==> config.mk <==
export PLATFORM = sky130hd
export DESIGN_NAME = fmul_arb
export DESIGN_NICKNAME = d
export VERILOG_FILES = /design/src/rtl/fmul_arb.sv
export SDC_FILE = /design/constraint.sdc
export NUM_CORES = 1
export LEC_CHECK = 0
export CAP_MARGIN = 40
export CORE_UTILIZATION = 43
export DETAILED_ROUTE_END_ITERATION = 10
export PLACE_DENSITY = 0.68
export SYNTH_ARGS = -nofsm -noshare
export SYNTH_HDL_FRONTEND = slang
export SYNTH_SLANG_ARGS = --single-unit
export TNS_END_PERCENT = 100
==> constraint.sdc <==
create_clock -name CLK -period 6.2 [get_ports CLK]
set_clock_uncertainty 0.05 [all_clocks]
set_input_delay 1.24 -clock CLK [delete_from_list [all_inputs] [get_ports CLK]]
set_output_delay 1.24 -clock CLK [all_outputs]
set_load 0.005 [all_outputs]
==> src/rtl/fmul_arb.sv <==
// Round-robin arbiter sharing one Q8.8 signed multiplier among N_REQ requesters.
// Optional macro FMUL_ARB_SAT_EN selects saturating instead of wrapping results.
module fmul_arb #(
    parameter int N_REQ = 4,
    parameter int BITS  = 16
) (
    input  logic                    CLK,
    input  logic                    RST,
    input  logic [N_REQ-1:0]        req_valid,
    output logic [N_REQ-1:0]        req_ready,
    input  logic [N_REQ*BITS-1:0]   req_a,
    input  logic [N_REQ*BITS-1:0]   req_b,
    output logic [N_REQ-1:0]        rsp_valid,
    output logic [BITS-1:0]         rsp_p,
    output logic                    busy
);

    localparam int PW    = (N_REQ > 1) ? $clog2(N_REQ) : 1;
    localparam int PBITS = 2 * BITS;

    logic [PW-1:0]           rr_ptr;
    logic [PW-1:0]           grant_idx;
    logic [PW-1:0]           scan_idx;
    logic [PW:0]             scan_sum;
    logic                    grant_any;
    logic [PW-1:0]           next_ptr;
    logic [BITS-1:0]         sel_a;
    logic [BITS-1:0]         sel_b;

    logic                    s1_valid;
    logic signed [BITS-1:0]  s1_a;
    logic signed [BITS-1:0]  s1_b;
    logic [PW-1:0]           s1_tag;
    logic                    s2_valid;
    logic signed [PBITS-1:0] s2_prod;
    logic [PW-1:0]           s2_tag;
    logic [BITS-1:0]         prod_q;

    // Scan upward from rr_ptr, wrapping modulo N_REQ; first valid requester wins.
    always_comb begin
        req_ready = '0;
        grant_idx = '0;
        grant_any = 1'b0;
        scan_sum  = '0;
        scan_idx  = '0;
        for (int k = 0; k < N_REQ; k++) begin
            scan_sum = {1'b0, rr_ptr} + (PW+1)'(k);
            if (scan_sum >= (PW+1)'(N_REQ)) begin
                scan_sum = scan_sum - (PW+1)'(N_REQ);
            end
            scan_idx = scan_sum[PW-1:0];
            if (!grant_any && req_valid[scan_idx]) begin
                grant_any = 1'b1;
                grant_idx = scan_idx;
            end
        end
        if (RST) begin
            grant_any = 1'b0;
        end
        if (grant_any) begin
            req_ready[grant_idx] = 1'b1;
        end
    end

    assign next_ptr = (grant_idx == PW'(N_REQ - 1)) ? '0 : grant_idx + 1'b1;
    assign sel_a    = req_a[grant_idx*BITS +: BITS];
    assign sel_b    = req_b[grant_idx*BITS +: BITS];

`ifdef FMUL_ARB_SAT_EN
    logic prod_ovf;
    logic unused_prod_lo;

    // The result fits only when every bit above the kept field matches the sign.
    assign prod_ovf = (s2_prod[PBITS-1:BITS+7] != {(BITS-7){s2_prod[PBITS-1]}});
    assign prod_q   = !prod_ovf          ? s2_prod[BITS+7:8] :
                      s2_prod[PBITS-1]   ? {1'b1, {(BITS-1){1'b0}}} :
                                           {1'b0, {(BITS-1){1'b1}}};
    assign unused_prod_lo = ^s2_prod[7:0];
`else
    logic unused_prod_bits;

    assign prod_q = s2_prod[BITS+7:8];
    assign unused_prod_bits = ^{s2_prod[PBITS-1:BITS+8], s2_prod[7:0]};
`endif

    always_ff @(posedge CLK or posedge RST) begin
        if (RST) begin
            rr_ptr    <= '0;
            s1_valid  <= 1'b0;
            s1_a      <= '0;
            s1_b      <= '0;
            s1_tag    <= '0;
            s2_valid  <= 1'b0;
            s2_prod   <= '0;
            s2_tag    <= '0;
            rsp_valid <= '0;
            rsp_p     <= '0;
        end else begin
            s1_valid <= grant_any;
            if (grant_any) begin
                rr_ptr <= next_ptr;
                s1_a   <= sel_a;
                s1_b   <= sel_b;
                s1_tag <= grant_idx;
            end
            s2_valid <= s1_valid;
            if (s1_valid) begin
                s2_prod <= s1_a * s1_b;
                s2_tag  <= s1_tag;
            end
            rsp_valid <= '0;
            if (s2_valid) begin
                rsp_valid[s2_tag] <= 1'b1;
                rsp_p             <= prod_q;
            end
        end
    end

    assign busy = s1_valid | s2_valid;

endmodule

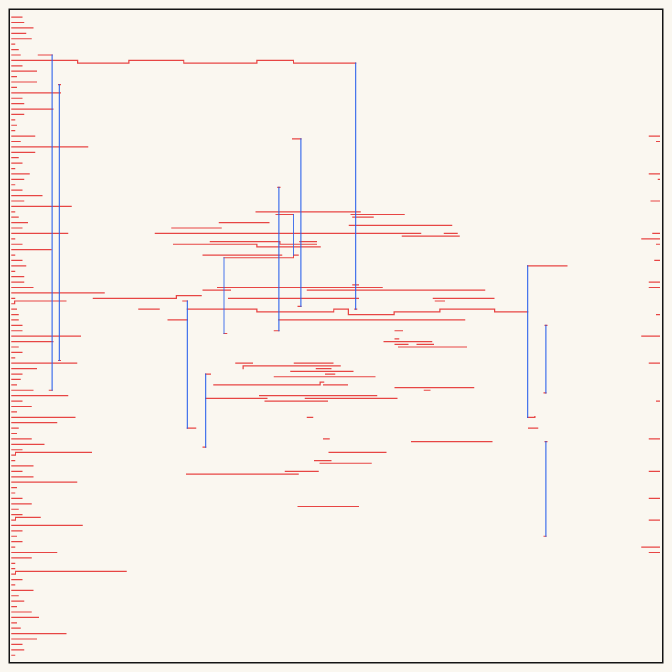
run_1/layers.png
Two of the layers only.
Blue marks M4, wire length 452 um. Red marks M3, wire length 1730 um.

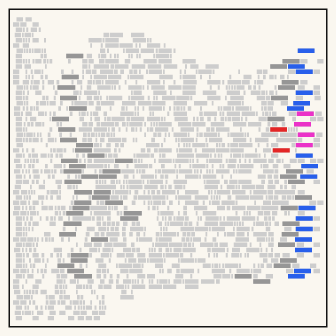
run_1/ff_map.png
Other sequential cells in the stronger grey, the rest of the logic in the fainter grey.
Red marks s2_tag, sequential cells 2. Blue marks rsp_p, sequential cells 16. Magenta marks rsp_valid, sequential cells 4.
Another 54 sequential cells are not coloured.
Seq area share: 14.0%

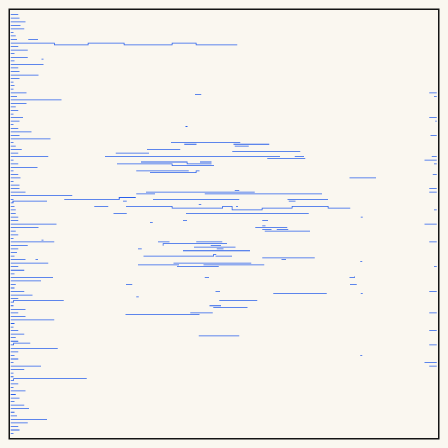
run_1/m3.png
190 nets have wire on it. The wires run mostly horizontal. The longest straight run is 66.7 um. The layer holds 6.1% of the routed length. The layer carries 1730 um of wire.

run 1: cell usage in the layout (no fill, tap or decap), types with 9 or more instances in the layout:
cell	count
nand2_1	326
inv_1	239
fa_1	186
clkdlybuf4s50_1	158
and2_1	106
ha_1	74
o21ai_0	69
dfrtp_1	62
nand3_1	36
buf_4	32
xnor2_1	26
mux2_2	25
dfrtp_2	14
nor2_1	13
clkbuf_16	9
run 1: cells in the mapped netlist (8+ instances only):
cell type / instances
mux2_2: 25
xnor2_1: 26
and2_1: 106
inv_1: 241
nand2_1: 326
ha_1: 74
clkbuf_1: 60
nor2_1: 13
nand3_1: 36
a21oi_1: 8
o21ai_0: 69
o21a_1: 8
dfrtp_1: 76
fa_1: 186
run 1: repair_timing:
| item | in CTS | in global routing |
|---|---|---|
| buffers inserted | 0 | 3 |
| hold endpoints to repair | 0 | 0 |
| endpoints found under the setup margin | 0 | 7 |
| gates resized | 0 | 14 |
run 1: cell type report:
class | instances | area, um^2 | area share (%)
clock buffer | 10 | 229 | 1.68
multi-input combinational | 941 | 8220 | 60.2
inverter | 241 | 906 | 6.63
tap | 330 | 413 | 3.02
sequential | 76 | 1920 | 14.0
timing repair buffer | 191 | 1850 | 13.5
clock inverter | 5 | 125 | 0.916
run 1: cell families (layout without fill, tap and decap cells):
group,count (synthesis),after routing
DFF,76,76
muxes,26,26
buffers and inverters,308,447
adders and majority gates,260,260
and+or+nand+nor,507,507
AOI/OAI and AO/OA,118,118
xor gates and xnor gates,30,30
run 1: metal layers:
layer,up-vias,wire (um)
met5,-,0
met2,280,13700
met4,0,452
met1,4316,12300
li1,4260,-
met3,29,1730
run 1: critical path, stage by stage (launching register included):
cell and delay, ns:
dfrtp_1 0.63, nand2_1 0.15, fa_1 0.54, fa_1 0.58, fa_1 0.45, fa_1 0.54
inv_1 0.05, fa_1 0.47, inv_1 0.05, fa_1 0.47, inv_1 0.04, ha_1 0.31
o21a_1 0.22, o32a_1 0.23, a32oi_2 0.20, o21ai_2 0.13, o21a_1 0.20, or3_1 0.30
a31o_1 0.20
run 1: how the worst max path moves through the flow:
| stage | slack, ns | end | from |
|---|---|---|---|
| 2_1_floorplan | 0.40 | s2_prod[19]$_DFFE_PP0P_ | s1_b[7]$_DFFE_PP0P_ |
| 3_3_place_gp | 0.29 | s2_prod[19]$_DFFE_PP0P_ | s1_b[1]$_DFFE_PP0P_ |
| 3_5_place_dp | 0.13 | s2_prod[23]$_DFFE_PP0P_ | s1_b[1]$_DFFE_PP0P_ |
| 4_1_cts | 0.09 | s2_prod[23]$_DFFE_PP0P_ | s1_b[1]$_DFFE_PP0P_ |
| 5_1_grt | 0.003 | s2_prod[23]$_DFFE_PP0P_ | s1_b[2]$_DFFE_PP0P_ |
| 6_report | 0.28 | s2_prod[19]$_DFFE_PP0P_ | s1_a[9]$_DFFE_PP0P_ |
==> impl_metrics.csv, run 1 <==
group,metric,value,unit
clock_network,cts_inserted_buffers,9,
placed_design,hpwl,23.5,mm
clock_network,clock_sinks,76,
finish,fin_util,53.6,%
timing,relSlewSlack,51.2,%
synthesis,ys_chip_area,0.0113,mm^2
worst_hold_path,hold_class,"flip-flop to flip-flop",
synthesis,ys_sh_mux,2.58,%
synthesis,area_leaders,"fa_1 33%, dfrtp_1 17%, nand2_1 11%, ha_1 8.2%, inv_1 8.0%",
die,ios,159,
synthesis,yosys.area_share.adder,41.2,%
placed_design,placed_cells,1776,
status,status,"completed",
synthesis,ys_sh_simple,20.2,%
synthesis,fp_nets,1719,
clock_network,htreeDepth,3,
finish,n_antenna_cell,0,
route,vias,8885,
grt,met3_usage,3.96,%
finish,nets,1854,
grt,busiest_layer,"met2",
critical_path,required,6.37,ns
synthesis,avgSynthCellArea,8.51,um^2
timing,timing.fmax,169,MHz
timing,hold_viol,0,
job,drv_cap,0,
grt,grt_pass1_wl,47.3,mm
synthesis,synth_cell_types,49,
grt,grt_pass1_vias,9410,
die,row_count,58,
clock_network,ctsHoldBuffers,0,
route,drt_wl_total,28.2,mm
critical_path,ff2ff_path_depth,18,
placed_design,dp_slack,0.131,ns
route,vias_per_cell,4.95,
grt,met2_usage,39.1,%
die,die-height,164,um
route,drt_iter0_drc,450,
clock_network,cts_max_path_buffers,2,
synthesis,synth.largest_area_cell,"fa_1",
critical_path,rrSetupSlack,0.28,ns
worst_hold_path,hold_path_depth,1,
synthesis,edf_count,0,
timing,setup_viol,0,
run_1/congestion_map.png
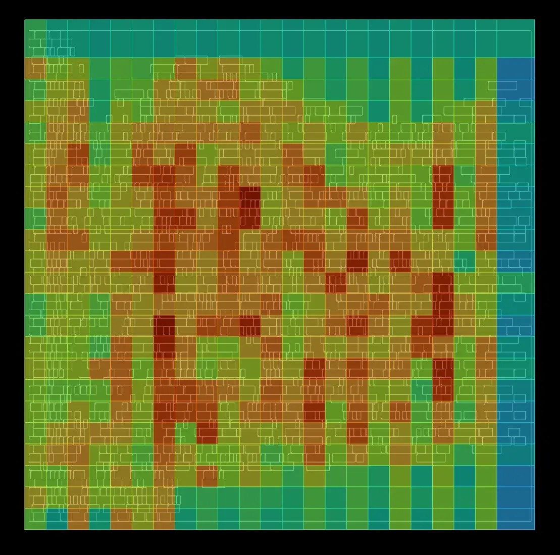

## Run 2: what changed since run 1
--- a/config.mk
+++ b/config.mk
@@ -6,9 +6,9 @@
 export NUM_CORES = 1
 export LEC_CHECK = 0
 export CAP_MARGIN = 40
-export CORE_UTILIZATION = 43
+export CORE_ASPECT_RATIO = 1.75
+export CORE_UTILIZATION = 40
 export DETAILED_ROUTE_END_ITERATION = 10
-export PLACE_DENSITY = 0.68
 export SYNTH_ARGS = -nofsm -noshare
 export SYNTH_HDL_FRONTEND = slang
 export SYNTH_SLANG_ARGS = --single-unit
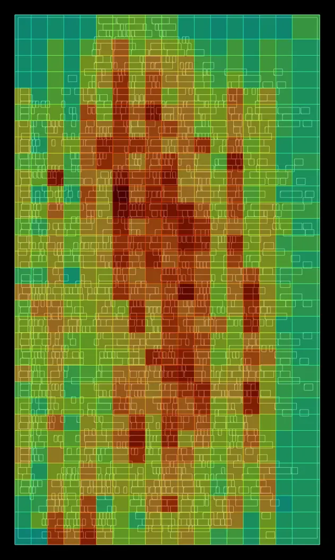
run_2/congestion_map.png
GR Util met3: 2.01%
Finished Core Util: 48.9%
met1 Track Usage GR: 24.7%
wire per inst: 15.7 um

==> run 2 against run 1 <==
Count of clock-buffer cells in the layout up 1. Cell count is 2.5% higher. Worst setup slack worse by 0.082 ns. First-iteration DRC count is 26% lower. Maximum frequency decreased by 1.4%. Synthesized cell count did not move. Sequential share of layout area about the same. Utilization fell by 4.7 points. Via count is essentially flat. Global-route usage is 0.72 points lower.
==> impl_metrics.csv, run 2 <==
group,metric,value,unit
status,status,"completed",
clock_network,cts_max_path_buffers,2,
placed_design,hpwl,24.2,mm
clock_network,htreeDepth,3,
die,ios,159,
timing,timing.fmax,167,MHz
synthesis,ys_chip_area,0.0113,mm^2
synthesis,synth_cell_types,49,
clock_network,post_cts_buffers,0,
die,die-height,224,um
timing,setup_viol,0,
finish,layout_top_cell,"nand2_1",
clock_network,ctsHoldBuffers,0,
grt,grt_pass1_vias,9742,
placed_design,placed_cells,1823,
grt,grt_pass1_wl,48.6,mm
clock_network,cts_resized,0,
synthesis,fp_nets,1719,
finish,regArea,0.00192,mm^2
synthesis,top_cell,"nand2_1",
route,drt_wl_total,28.8,mm
synthesis,edf_count,0,
finish,n_antenna_cell,0,
worst_hold_path,hold_class,"flip-flop to flip-flop",
synthesis,common_cells,"326 x nand2_1, 241 x inv_1, 186 x fa_1",
synthesis,avgSynthCellArea,8.51,um^2
route,drt_iter0_drc,335,
job,drv_cap,0,
timing,relSlewSlack,53.1,%
die,row_count,81,
critical_path,required,6.39,ns
synthesis,area_leaders,"fa_1 33%, dfrtp_1 17%, nand2_1 11%, ha_1 8.2%, inv_1 8.0%",
synthesis,synth.largest_area_cell,"fa_1",
grt,met2_usage,40.3,%
route,vias,8882,
finish,combGateArea,0.00822,mm^2
## run 2: cell counts after synthesis
Identical to the previous run, type by type.
## run 2: logic make-up (layout without fill, tap and decap cells)
family / after synthesis / count (layout) / synth area share, %
mux: 26 / 26 / 2.58
compound gates: 118 / 118 / 6.41
simple gates: 507 / 507 / 20.2
flops: 76 / 76 / 16.9
buf+inv: 308 / 448 / 10.3
fa+ha+maj: 260 / 260 / 41.2
xor+xnor: 30 / 30 / 2.45
## run 2: worst max-delay path, stage by stage (launching register included)
cell,delay [ns]
dfrtp_1,0.65
buf_4,0.25
nand2_1,0.07
fa_1,0.47
fa_1,0.48
fa_1,0.45
fa_1,0.48
inv_1,0.05
fa_1,0.52
inv_1,0.05
fa_1,0.47
inv_1,0.04
ha_1,0.31
o21a_1,0.22
o32a_1,0.25
a32oi_2,0.21
o21ai_2,0.14
o21a_1,0.20
or3_1,0.30
a31o_1,0.21
## run 2: worst paths after layout
path,start,end,slack (ns),depth (start not counted)
worst max-delay path,s1_b[3]$_DFFE_PP0P_,s2_prod[19]$_DFFE_PP0P_,0.19,19
worst min-delay path,s2_prod[14]$_DFFE_PP0P_,s2_prod[14]$_DFFE_PP0P_,0.43,1
worst max register to register,s1_b[3]$_DFFE_PP0P_,s2_prod[19]$_DFFE_PP0P_,0.19,19
worst min register to register,s2_prod[14]$_DFFE_PP0P_,s2_prod[14]$_DFFE_PP0P_,0.43,1
max in group asynchronous,RST,s1_b[4]$_DFFE_PP0P_,3.80,3
min in group asynchronous,RST,s1_b[15]$_DFFE_PP0P_,1.19,2
## run 2: layout make-up
cell class,count,share of cell area [%]
Inverter,241,6.64
Sequential cell,76,14.1
Clock inverter,4,0.376
Clock buffer,11,1.71
Tap cell,373,3.42
Timing Repair Buffer,192,13.5
Multi-Input combinational cell,941,60.3
## run 2: stage by stage
step / utilization (%) / worst slack, ns
CTS: 48.9 / 0.116
detailed placement: 47.8 / 0.116
finish: 48.9 / 0.195
global placement: 47.8 / 0.228
global route: 48.9 / 0.0104
floorplan: - / 0.401
## run 2: per-layer routing
layer	vias to the layer above	routed length (um)
li1	4262	-
met4	0	1580
met5	-	0
met2	288	15300
met3	89	1020
met1	4243	10900
